Design usb_utm_tx, sky130hd; sources not shown.
Figure 1. Signal metal coverage by tile.
Drawn at 6 px/um. 11 x 11 tiles, from dark purple (low) to yellow (high), scaled to the fullest tile. Values are wire area over tile area, all layers added.
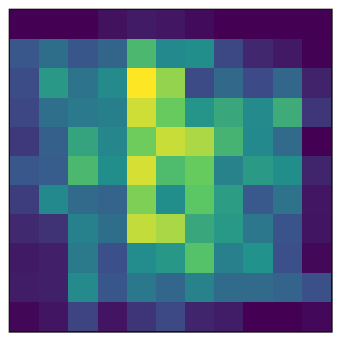
nearly empty tiles: 9.9%
mean over tiles: 0.16
tiles over half the peak: 24%
mean routed wirelength per cell: 14.4 um
total global-route track usage: 24.8%
Via Count: 1268
final WL: 2.94 mm

Figure 2. Cell sizes after repair.
Drawn at 4 px/um.
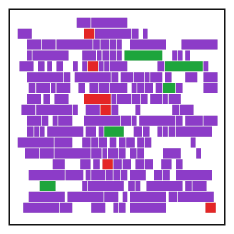
[drive 1 or less] purple | cells: 164 | most used: dfrtp_1
[drive 3 to 4] red | cells: 6 | most used: clkbuf_4
[drive 2] green | cells: 5 | most used: dfstp_2
area delta synth->final: 10.8%
buffer count excluding the clock tree in the final layout: 16
PnR worst setup slack: 2810 ps
Non-Filler Cell Area, Final: 1700 um^2

Figure 3. Cells colored by class.
Drawn at 10 px/um.
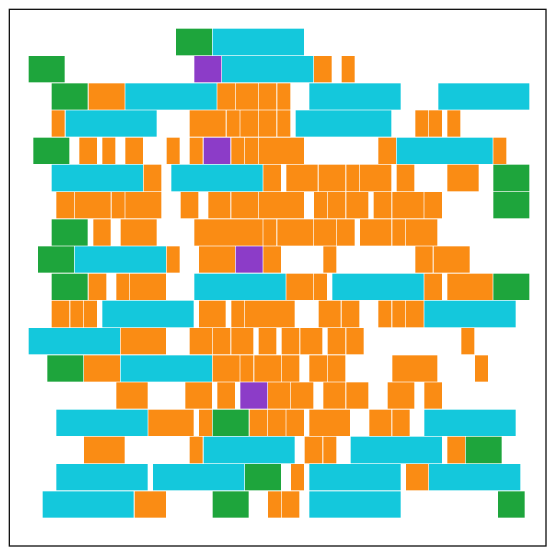
[clock drivers and dummy loads] purple | cells: 4 | share of their area: 1.8%
[all other logic] orange | cells: 128 | share of their area: 48%
[flip-flops] cyan | cells: 27 | share of their area: 41%
[other buffers and delay cells] green | cells: 16 | share of their area: 9.5%
flip-flop and latch share of the layout cell area: 40.0%
end-of-flow core utilization: 69.1%
number of placement rows: 18
Core Box Area: 2450 um^2

==> notes.md <==
Notes from the flow run.

Yosys:
- The run puts the number of cells in the yosys synthesis report at 166.
- For reference, the top cells by count after synthesis are sky130_fd_sc_hd__dfrtp_1 (25), sky130_fd_sc_hd__nand2_1 (21), sky130_fd_sc_hd__o21ai_0 (19).
- The share of the Yosys chip area taken by registers is 44.3%.
- The synthesized netlist handed to floorplanning was reported with a cell count of 166.
- The synthesis log from Yosys contains 0 warnings.
- The run puts the post-synthesis share of cell area spent on and, or, nand and nor gates at 15.4%.
- The run gives the number of distinct library cells after synthesis as 40.
- Among all flip-flop cells after synthesis, the most frequent one is sky130_fd_sc_hd__dfrtp_1.
- Synthesis produced a netlist with a net count of 184.
- The run puts the async set-or-reset flop fraction in the synthesized netlist at 100%.
- Per the synthesis report, the single largest cell type by area occupies 40.8% of cell area.
- Looking at the gate-level netlist, the highest instance count belongs to sky130_fd_sc_hd__dfrtp_1.
- The run gives the average cell area after synthesis as 9.23 um^2.
- The run puts the area fraction in xor and xnor cells at 0.572%.
- The run gives the share of synthesized cell area in full adder, half adder and majority cells as 6.21%.
- The run gives the yosys-reported design area after synthesis as 1530 um^2.
- Yosys shows that the main logic family after synthesis is AND-OR/OR-AND gates.
- Of the total synthesized cell area, the portion taken by AND-OR and OR-AND cells is 20.3%.
- The run puts the synthesized cell area at 1530 um^2.
- Per the synth log, the flip-flop and latch total comes to 27.

Timing:
- The run gives the final worst hold slack as 400 ps.
- The run gives the ratio of final minimum period to clock period as 49.0%.
- The run gives the clock period minus worst slack as 2690 ps.
- The run puts the final count of hold timing violations at 0.
- The run puts the worst relative slew slack at 62.0%.
- The flow reports an fmax of 371 MHz.
- The run puts the total negative slack at 0 ps.
- Pins over their slew limit in the final report were tallied at 0.

Run:
- The run puts the OpenROAD warning count at 28.
- The run gives the count of maximum capacitance violations as 0.

Critical path:
- The required time at the worst endpoint is listed as 4300 ps.
- The run gives the top cell family by delay on the critical path as buffers and inverters.
- The run gives the critical path endpoint category as a primary output.
- The STA report counts the stages on the worst setup path as 1.
- The run puts the count of buffer and inverter cells on the critical path at 1.
- STA classifies the critical path startpoint as a register.
- In this design, the stage delay of the slowest critical-path cell is 600 ps.
- On the critical path, the stage with the largest delay is an instance of sky130_fd_sc_hd__clkdlybuf4s50_1.
- The run puts the slack of the worst reg-to-reg path at 3360 ps.
- The run puts the path depth of the worst reg2reg path at 7.
- For the worst setup path, the data arrival time is 1490 ps.
- In this run the critical path is formed by clkdlybuf4s50_1.

CTS:
- The run puts the number of sinks driven by the clock tree at 27.
- The number of clock buffers added by TritonCTS is 3.
- The clock passes through at most 2 buffers.
- The run gives the CTS tree as done.
- The run puts the deepest level of the CTS H-tree at 1.
- The run gives the clock latency at the later pin of the worst-skew pair as 340 ps.
- The run gives the buffer cell driving the clock tree root as sky130_fd_sc_hd__clkbuf_4.

GRT:
- The first global-routing pass estimated 5.15 mm of wire.
- The number of antenna violations at the first check in global routing is 0.
- The run gives the number of global-route vias before repair as 1230.
- The run gives the met3 usage in global routing as 3.95%.
- The run puts the residual overflow from global routing at 0.
- The run puts the global-route met2 utilization at 45.1%.
- The run puts the largest net degree at the start of global routing at 28.

Floorplanning:
- The run gives the number of tap instances as 30.
- According to the floorplan report, the die height is 53.5 um.
- The run puts the width of the chip at 53.5 um.
- The run puts the total I/O pin count at 16.
- The die covers 2860 um^2.

Worst hold path:
- The run puts the number of cells traversed by the worst hold path at 2.
- Note that the worst hold path type here is reg -> reg.

Placed design:
- Once placement completed, the tool counted placed cells totaling 201.
- The run gives the post-placement cell area as 1670 um^2.
- RePlAce ended its routability-driven mode at a weighted congestion of 0.866.
- Detailed placement finished with a half-perimeter wire length of 2.15 mm.

Final layout:
- Of the cells placed in the final design, the portion with a size suffix greater than 1 is 6.29%.
- The run gives the total number of sequential cells as 27.
- By instance count after routing, the leading logic cell type is sky130_fd_sc_hd__dfrtp_1.
- The run gives the number of fillers in the final layout as 184.
- The run puts the number of non-clock inverters at 10.
- The run puts the number of flip-flops under the largest register name at 8.
- The run gives the final-layout clock buffer total as 3.
- The run gives the tally of non-filler cells in the final layout as 205.
- The class occupying the most area after layout is reported as combinational gates.
- For this run, the script counts the antenna cells in the layout as 0.
- The run puts the multi-input combinational area share at 44.5%.
- The run puts the footprint of the multi-input gates at 756 um^2.
- Measured on the final layout, buffering overhead outside the clock network stands at 9.29%.

Drt:
- In the detailed route, the total length drawn on met3 is 73 um.
- The run gives the number of detailed-route iterations in the first pass as 4.
- The detailed router used layers up to and including met4.
- The run puts the post-detailed-route count of antenna-violating nets at 0.
- The run puts the number of design-rule violations left by the first detailed-router iteration at 28.
- Using the TritonRoute via totals, the vias-per-cell ratio works out to 6.19.
- The run puts the count of unresolved DRC violations after routing at 0.

Power:
- For the clock group, total power comes out at 0.0000895 W.
- The run puts the power drawn by the combinational cells at 0.0000377 W.
- The clock network burns 26.3% of the power.
- The dominant power group in this design is sequential cells.
- Summing internal, switching and leakage power gives 0.000340 W.
- The run gives the peak ir drop on the vdd network as 0.000161 V.
- The analysis attributes to net switching a power of 0.0000848 W.
- Sequential cells burn 62.6% of the power.
- The run gives the power share of the combinational group as 11.1%.
- The run gives the power density normalized to cell area as 200 nW/um^2.
- The run puts the static leakage at 0.693 nW.

Outcome:
- The run finished with clean final reports.
Power and IR drop assume default switching activity.
